## src/rtl/debouncer.sv

```systemverilog
// debouncer: accepts a change on an already-synchronized input level only
// after it has been sampled at the new value for STABLE_CYCLES consecutive
// clocks. It outputs the clean level plus one-cycle rise/fall strobes.
//
// Optional feature (macro DEBOUNCER_REPEAT_EN): while the debounced level
// stays high, repeat_pulse fires once after REPEAT_DELAY clocks and then
// every REPEAT_PERIOD clocks. Without the macro, repeat_pulse is tied to 0.
//
// Ports:
//   clk          clock
//   resetn       synchronous, active-low reset
//   in           synchronized raw level
//   level        debounced level (registered)
//   rise         one-cycle strobe on level 0->1 (registered)
//   fall         one-cycle strobe on level 1->0 (registered)
//   repeat_pulse one-cycle auto-repeat strobe (registered, or constant 0)
module debouncer #(
  parameter int unsigned STABLE_CYCLES = 1000,
  parameter int unsigned REPEAT_DELAY  = 50000000,
  parameter int unsigned REPEAT_PERIOD = 10000000
) (
  input  logic clk,
  input  logic resetn,
  input  logic in,
  output logic level,
  output logic rise,
  output logic fall,
  output logic repeat_pulse
);

  localparam int unsigned CW = $clog2(STABLE_CYCLES) + 1;
  localparam logic [CW-1:0] LAST = CW'(STABLE_CYCLES - 1);

  // Reject parameter values that would make the counters meaningless.
  if (STABLE_CYCLES < 2) begin : g_bad_stable
    $error("debouncer: STABLE_CYCLES must be at least 2");
  end
  if (REPEAT_DELAY < 1 || REPEAT_PERIOD < 1) begin : g_bad_repeat
    $error("debouncer: REPEAT_DELAY and REPEAT_PERIOD must be at least 1");
  end

  typedef enum logic [1:0] {
    LOW       = 2'd0,
    RISE_PEND = 2'd1,
    HIGH      = 2'd2,
    FALL_PEND = 2'd3
  } state_t;

  state_t        state, state_d;
  logic [CW-1:0] cnt, cnt_d;
  logic          level_d, rise_d, fall_d;

  // State and output registers.
  always_ff @(posedge clk) begin
    if (!resetn) begin
      state <= LOW;
      cnt   <= '0;
      level <= 1'b0;
      rise  <= 1'b0;
      fall  <= 1'b0;
    end else begin
      state <= state_d;
      cnt   <= cnt_d;
      level <= level_d;
      rise  <= rise_d;
      fall  <= fall_d;
    end
  end

  // Next state: cnt holds the number of consecutive samples at the new level.
  always_comb begin
    state_d = state;
    cnt_d   = cnt;
    level_d = level;
    rise_d  = 1'b0;
    fall_d  = 1'b0;
    case (state)
      LOW: begin
        if (in) begin
          state_d = RISE_PEND;
          cnt_d   = CW'(1);
        end
      end
      RISE_PEND: begin
        if (!in) begin
          state_d = LOW;
          cnt_d   = '0;
        end else if (cnt == LAST) begin
          state_d = HIGH;
          level_d = 1'b1;
          rise_d  = 1'b1;
          cnt_d   = '0;
        end else begin
          cnt_d = cnt + CW'(1);
        end
      end
      HIGH: begin
        if (!in) begin
          state_d = FALL_PEND;
          cnt_d   = CW'(1);
        end
      end
      FALL_PEND: begin
        if (in) begin
          state_d = HIGH;
          cnt_d   = '0;
        end else if (cnt == LAST) begin
          state_d = LOW;
          level_d = 1'b0;
          fall_d  = 1'b1;
          cnt_d   = '0;
        end else begin
          cnt_d = cnt + CW'(1);
        end
      end
      default: begin
        state_d = LOW;
        cnt_d   = '0;
        level_d = 1'b0;
      end
    endcase
  end

`ifdef DEBOUNCER_REPEAT_EN
  logic [31:0] rcnt;
  logic        armed;
  logic        holding;

  // Counting continues only while the FSM stays in HIGH/FALL_PEND; any
  // (re)entry into HIGH or any exit to the low side restarts the delay.
  always_comb begin
    holding = (state == HIGH || state == FALL_PEND) &&
              (state_d == HIGH || state_d == FALL_PEND) &&
              !(state == FALL_PEND && state_d == HIGH);
  end

  // armed marks that the initial delay has elapsed and the period applies.
  always_ff @(posedge clk) begin
    if (!resetn || !holding) begin
      rcnt         <= '0;
      armed        <= 1'b0;
      repeat_pulse <= 1'b0;
    end else if ((!armed && rcnt == 32'(REPEAT_DELAY - 1)) ||
                 (armed && rcnt == 32'(REPEAT_PERIOD - 1))) begin
      rcnt         <= '0;
      armed        <= 1'b1;
      repeat_pulse <= 1'b1;
    end else begin
      rcnt         <= rcnt + 32'd1;
      repeat_pulse <= 1'b0;
    end
  end
`else
  assign repeat_pulse = 1'b0;
`endif

endmodule

```

## config.mk

```make
export PLATFORM = sky130hd
export DESIGN_NAME = debouncer
export DESIGN_NICKNAME = d
export VERILOG_FILES = /design/src/rtl/debouncer.sv
export SDC_FILE = /design/constraint.sdc
export NUM_CORES = 1
export LEC_CHECK = 0
export CORE_MARGIN = 10
export CORE_UTILIZATION = 40
export CTS_CLUSTER_DIAMETER = 150
export DETAILED_ROUTE_END_ITERATION = 10
export PLACE_DENSITY_LB_ADDON = 0.25
export SYNTH_ARGS = -nofsm -noshare
export SYNTH_HDL_FRONTEND = slang
export SYNTH_SLANG_ARGS = --single-unit
```

## constraint.sdc

```tcl
create_clock -name clk -period 3.05 [get_ports clk]
set_input_delay 0.305 -clock clk [delete_from_list [all_inputs] [get_ports clk]]
set_output_delay 0.305 -clock clk [all_outputs]
set_load 0.02 [all_outputs]
```

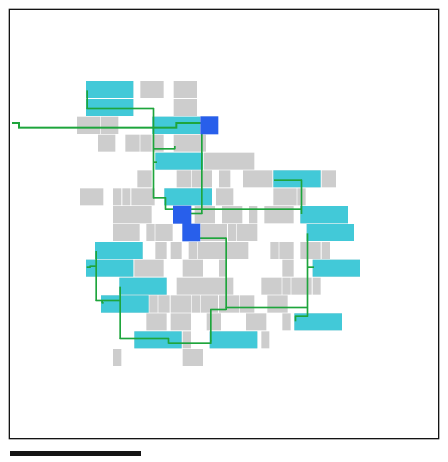
Figure 1: clock distribution.
Scale bar: 20 um.
- blue: clock drivers (count 3)
- cyan: flip-flops (count 16)
- green: clock wires (length 202 um)
- routed clock nets: 4

==> metrics.csv <==
metric,value,unit
outcome,"finished, final reports clean",
boundary pin count,7,
R2R cell count,5,
register clock-pin slew on the reported worst setup and hold paths,100,ps
Cells on Worst Hold Path,2,
number of failing hold endpoints at the final stage,0,
number of nets at floorplan,86,
largest net degree at the start of global routing,14,
DRC viols,0,
Internal Power,0.0002924,W
Final Max Slew Viols,0,
CTS-repair resized insts,0,
worst setup path category,reg2reg,
"Hold-fix buffers, CTS",0,
cell type with the largest total area after synthesis,dfxtp_1,
end point of the critical path,cnt[2],
cell row count,16,
GRT Util Overall,7.126,%
smallest hold slack,501.6,ps
clock latency of the later-clocked register in the worst-skew pair,280,ps
power share of the clock group,37.0,%
CTS H-tree lvls,1,
Core Util at FP,42.01,%
worst min-delay path startpoint,level,
sinks on the clock net,16,
worst vdd rail ir drop,0.2041,mV
sequential element share of the synthesized area,39.26,%
final estimated routing congestion in global placement,0.7891,
setup repair after global routing missed its margin,false,
max frequency,541.5,MHz
"commonest non-fill, non-tap cell in the layout",dfxtp_1,
CP cell instances,"ha_1, and4_1, nand3_1, a22oi_4, nor2_1",
1st-pass router iterations,4,
Placed Instance Area,882.1,sq um
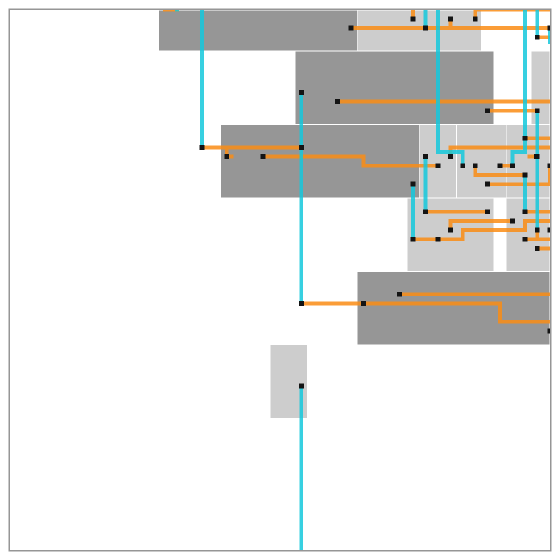
Figure 2: zoomed window.
Region (6, 6) to (26, 26) um. Cells in gray, sequential cells in the stronger gray; small squares are vias.
- cyan: metal 2
- orange: metal 1
- netlist names of flops here include: cnt (4)
- cells with their middle in the window: 11
- most frequent: dfxtp_1 (4), xor2_1 (2)
- sequential cells in the window: 4

## cells by family (layout without fill, tap and decap cells)
family	count (synthesis)	in the layout	share of synthesized area [%]
AND-OR/OR-AND	15	15	15.95
XOR/XNOR	8	8	9.510
adder cells (fa/ha/maj)	1	1	1.533
buffers and inverters	4	10	2.607
flip-flops	16	16	39.26
multiplexers	2	2	2.454
other	1	1	0.4597
AND/OR/NAND/NOR	35	35	28.22
## state kept, by name, indices dropped and copies added, names as in the netlist, named ones only
signal	cells
fall	1
cnt	11
level	1
state	1
rise	1
## power by group through the flow
stage	Combinational (W)	Sequential, W	Clock, W
after floorplan	0.0000164	0.000218	0
after global placement	0.0000204	0.000221	0
after detailed placement	0.0000209	0.000221	0
final	0.0000211	0.000217	0.000139
after CTS	0.0000211	0.000216	0.000146
after global routing	0.0000235	0.000217	0.000155
## cell type report
type / instances / area (sq um) / area share (%)
inverter: 1 / 3.754 / 0.4087
multi-input combinational: 62 / 474.2 / 51.63
sequential: 16 / 320.3 / 34.88
tap: 27 / 33.78 / 3.678
timing repair buffer: 5 / 50.05 / 5.450
clock buffer: 4 / 36.28 / 3.951
## layer usage
layer,share of wire [%],up-vias,global-route usage (%)
li1,-,310,-
met1,52,282,10.03
met2,46,3,10.00
met3,2.2,0,2.542
met4,0,0,1.604
met5,0,-,0
## through the flow
step | std cells | utilization (%)
after floorplan | 82 | -
after global placement | 111 | 45.43
after detailed placement | 111 | 45.43
after CTS | 115 | 47.29
after global routing | 115 | 47.29
final | 115 | 47.29
## critical path: cells and delay by family, from the launching register on
| kind | cells | cell delay (ps) |
|---|---|---|
| simple gates | 3 | 710 |
| flops | 1 | 440 |
| compound gates | 1 | 320 |
| fa+ha+maj | 1 | 250 |
Power and IR drop assume default switching activity.
